==> config.mk <==
export PLATFORM = sky130hd
export DESIGN_NAME = ecc_scrub_ctrl
export DESIGN_NICKNAME = d
export VERILOG_FILES = /design/src/rtl/ecc_pkg.sv /design/src/rtl/ecc_hamming_decoder.sv /design/src/rtl/ecc_scrub_ctrl.sv
export SDC_FILE = /design/constraint.sdc
export NUM_CORES = 1
export LEC_CHECK = 0
export ABC_AREA = 1
export CORE_UTILIZATION = 47
export CTS_CLUSTER_DIAMETER = 30
export DETAILED_ROUTE_END_ITERATION = 8
export PLACE_DENSITY = 0.7
export SLEW_MARGIN = 20
export SYNTH_ARGS = -nofsm -noshare
export SYNTH_HDL_FRONTEND = slang
export SYNTH_SLANG_ARGS = --single-unit
==> constraint.sdc <==
create_clock -name clk -period 5.4 [get_ports clk]
set_input_delay 0.81 -clock clk [delete_from_list [all_inputs] [get_ports clk]]
set_output_delay 0.81 -clock clk [all_outputs]
set_load 0.02 [all_outputs]
Fig. 1: run 1, metal 2
The bar under the picture is 50 um long.
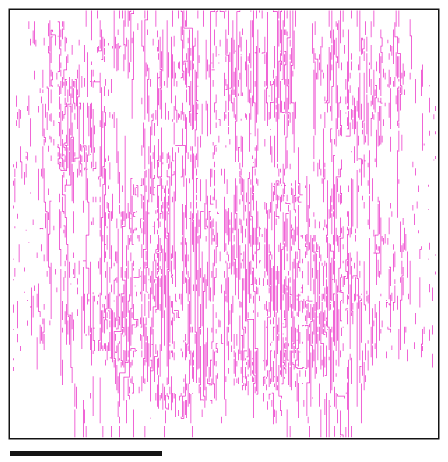
1131 nets have wire on it. The longest straight run is 49.5 um. The wires run mostly vertical. The layer carries 11500 um of wire.
vias after detailed routing: 8894
routed wire length: 25380 um

Fig. 2: run 1, placed standard cells
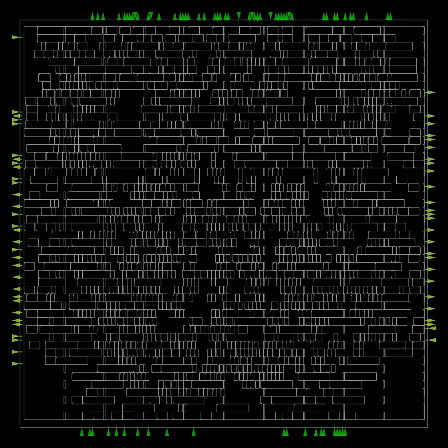
post-layout instance count excluding filler cells: 1727
layout sequential cell count: 131
floorplan row count: 50

Fig. 3: run 1, sequential cells coloured by netlist name
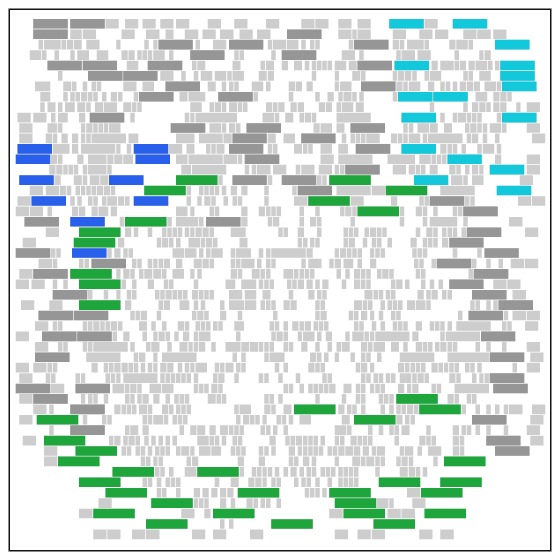
Key: green = `rd_cw` [placed flops 39]; blue = `ivl_cnt` [placed flops 10]; cyan = `ue_count` [placed flops 16, where upper right]
register share of the cell area: 31.40%
post-layout utilization of the core: 58.75%
register area: 3473 sq um

==> results_slide.txt <==
Key Metrics from the Run

Run status
  – Outcome: finished clean

CTS
  – Number of hold-repair buffers added at the cts stage: 0
  – TritonCTS buffer count: 17
  – Number of gates resized after CTS: 0
  – Buffer depth of the longest clock path: 2
  – Number of levels the H-tree was split into: 4
  – Clk_lat worst skew: about 0.42 ns
  – Clock tree from TritonCTS: done
  – Setup Fix Bufs, Post-CTS: 0
  – Clock Pin Slew Worst Setup and Hold Paths: approximately 0.060 ns
  – CTS root buf: sky130_fd_sc_hd__clkbuf_16
  – Number of sinks driven by the clock tree: 131

Worst setup path
  – Setup crit end kind: register
  – Arrival time reported for the critical path endpoint: 4.01 ns
  – Setup CP Type: register to register
  – Worst path required time: approximately 5.8 ns
  – Flop-to-flop setup slack: ~1.7 ns
  – Count of cells along the worst register-to-register path: 19
  – Critical-path maximum fanout: just over 60
  – Setup crit start kind: register

Floorplan
  – Ports: 127
  – Die Ht: 141.0 um
  – Horizontal die dimension: between 100 and 150 um
  – Starting density of the core: between 40% and 50%
  – Area of the core: 18830 sq um
  – Die ar.: between 15000 and 20000 sq um

Global routing
  – Overall fraction of global-route tracks in use: a little over a quarter
  – Global-route wire length before repair: roughly 42000 um
  – Number of global-route vias before repair: between 8000 and 9000
  – Largest net degree at the start of global routing: between 60 and 70
  – GRT Residual Overflow: 0
  – Antenna violations before repair: 0

Synth
  – Prevailing post-synth register cell: sky130_fd_sc_hd__dfrtp_1
  – Top cells, area: sky130_fd_sc_hd__nand2_1 (25%), sky130_fd_sc_hd__dfrtp_1 (25%), sky130_fd_sc_hd__edfxtp_1 (13%)
  – Number of cells in the yosys synthesis report: about 1400
  – Most numerous cell types in the synthesized netlist: sky130_fd_sc_hd__nand2_1 (616), sky130_fd_sc_hd__nand3_1 (146), sky130_fd_sc_hd__inv_1 (131), sky130_fd_sc_hd__dfrtp_1 (92), sky130_fd_sc_hd__nor2_1 (58)
  – Floorplan net count: about 1400
  – Post-synthesis sequential element count: roughly 130
  – Seq share, synth: around two fifths
  – Post-synth area from yosys stat: slightly above 9000 sq um
  – Yosys warnings: 0
  – Library cell with the largest summed area after synthesis: sky130_fd_sc_hd__nand2_1
  – Count of cell types in the netlist: about 42
  – Number of standard cells after synthesis: about 1400
  – Most frequently used cell type in the post-synthesis netlist: sky130_fd_sc_hd__nand2_1
  – Post-Syn Area: about 9100 sq um
  – Share of async-settable or async-resettable flops after synthesis: a little over two thirds
  – Proportion of netlist area held by the largest area contributor: between 20% and 30%
  – Mean instance size in the synthesized netlist: 6.723 sq um
  – Count of library flops with an enable pin: 39

Final timing
  – Total setup violations reported at the end of the flow: 0
  – Relative slew margins: between 20% and 30%
  – Final Hold Fails: 0
  – Maximum operating frequency: around 270 MHz
  – Post-route minimum period: between 3 and 4 ns
  – Crit share post-route: 67.86%
  – Worst hold slack after final layout: about 0.48 ns
  – Fin. max-slew vios: 0
  – RSZ-0062 raised after global routing: false
  – Fin Clk Skew: roughly 0.009 ns
  – Measured slew at the worst slew-check pin: around 1.1 ns
  – Total Neg Setup Slack: 0 ns

Route
  – Drt pass-1 iters: 5
  – Antenna violation net count after detailed routing: 0
  – Routed length per instance: approximately 15 um
  – Vias per std cell: between 5 and 6
  – Post-route DRC: 0
  – First DRT Iteration DRCs: roughly 730

Finish
  – Layout net count: between 1500 and 2000
  – Post-Layout Inst Area: about 11000 sq um
  – Layout cell share with drive strength beyond 1: 6.135%
  – Fill cell count: approximately 1800
  – Area added between synthesis and finish: 21.89%
  – Diode count: 0

Hold path
  – Cells on Worst Hold Path: 2
  – Path category of the worst min-delay check: register to register

Flow run
  – Number of max-cap violations: 0
  – Number of warnings in the stage logs: 26

Place
  – Total cell area at the placement stage: ~10000 sq um
  – IO buf count: around 130
  – Post-Place Cells: between 1500 and 2000
  – DPL Wire Length: 18280 um
  – Global placement routability congestion: between 0.9 and 1

Power
  – Leak pwr: between 5 and 6 nW
  – Maximum vdd drop: 0.0002963 V
  – Pwr/cell area: 460.2 nW/um^2
## run 1: power breakdown
| part | total (mW) | internal [mW] | switching (mW) |
|---|---|---|---|
| sequential | 1.45 | 1.25 | 0.195 |
| combinational | 2.41 | 0.800 | 1.61 |
| clock | 1.23 | 0.774 | 0.457 |
| total | 5.09 | 2.82 | 2.27 |
## run 1: layout by cell type, fill, tap and decap left out, types with 14 or more instances in the layout
master	n
sky130_fd_sc_hd__clkbuf_16	19
sky130_fd_sc_hd__clkdlybuf4s50_1	126
sky130_fd_sc_hd__dfrtp_1	92
sky130_fd_sc_hd__edfxtp_1	39
sky130_fd_sc_hd__inv_1	129
sky130_fd_sc_hd__inv_2	14
sky130_fd_sc_hd__nand2_1	616
sky130_fd_sc_hd__nand3_1	146
sky130_fd_sc_hd__nand4_1	40
sky130_fd_sc_hd__nor2_1	57
sky130_fd_sc_hd__nor3_1	24
sky130_fd_sc_hd__xnor2_1	15
sky130_fd_sc_hd__xor2_1	41
## run 1: routing by layer
metal | wire, um | GRT usage, %
met1 | 11750 | 36.41
met2 | 11500 | 42.66
met3 | 1477 | 4.008
met4 | 654 | 9.840
met5 | 0 | 0
## run 1: through the flow
stage / power [mW] / setup WS [ns]
floorplan: 3.150 / 2.198
global placement: 3.821 / 1.849
detailed placement: 3.846 / 1.764
CTS: 5.092 / 1.762
global route: 5.439 / 1.376
finish: 5.091 / 1.736
## run 1: logic make-up (layout without fill, tap and decap cells)
| kind of cell | after synthesis | after routing | share of synthesized area, % |
|---|---|---|---|
| simple gates | 925 | 925 | 43.80 |
| buf+inv | 193 | 310 | 9.360 |
| flops | 131 | 131 | 38.27 |
| xor+xnor | 57 | 57 | 5.583 |
| compound gates | 40 | 40 | 2.440 |
| fa+ha+maj | 4 | 4 | 0.5514 |
## run 1: worst max-delay path: stages, from the launching register on
cell and delay, ns:
sky130_fd_sc_hd__edfxtp_1 0.55, sky130_fd_sc_hd__inv_2 0.13, sky130_fd_sc_hd__nand2_1 0.06, sky130_fd_sc_hd__nand2_1 0.12, sky130_fd_sc_hd__nand2_1 0.07, sky130_fd_sc_hd__nand2_1 0.10
sky130_fd_sc_hd__inv_1 0.05, sky130_fd_sc_hd__nand2_1 0.07, sky130_fd_sc_hd__nand2_1 0.09, sky130_fd_sc_hd__nand2_1 0.08, sky130_fd_sc_hd__nand3_1 0.10, sky130_fd_sc_hd__nand2_1 0.15
sky130_fd_sc_hd__nand2_1 0.12, sky130_fd_sc_hd__inv_1 0.32, sky130_fd_sc_hd__nand3_2 0.15, sky130_fd_sc_hd__nand2_4 0.42, sky130_fd_sc_hd__nand2_8 0.39, sky130_fd_sc_hd__nor2_8 0.41
sky130_fd_sc_hd__nand2_1 0.10, sky130_fd_sc_hd__o21ai_1 0.09
## run 1: cell type report
class                           count  area [sq um]  share of cell area [%]
Tap cell                          260         325.3                   2.941
Inverter                          145         546.8                   4.942
Sequential cell                   131          3473                   31.40
Multi-Input combinational cell   1026          4770                   43.11
Clock inverter                     10         117.6                   1.063
Clock buffer                       22         516.7                   4.671
Timing Repair Buffer              133          1314                   11.88
Power figures rest on the tool's default switching activity, not on a simulated workload.
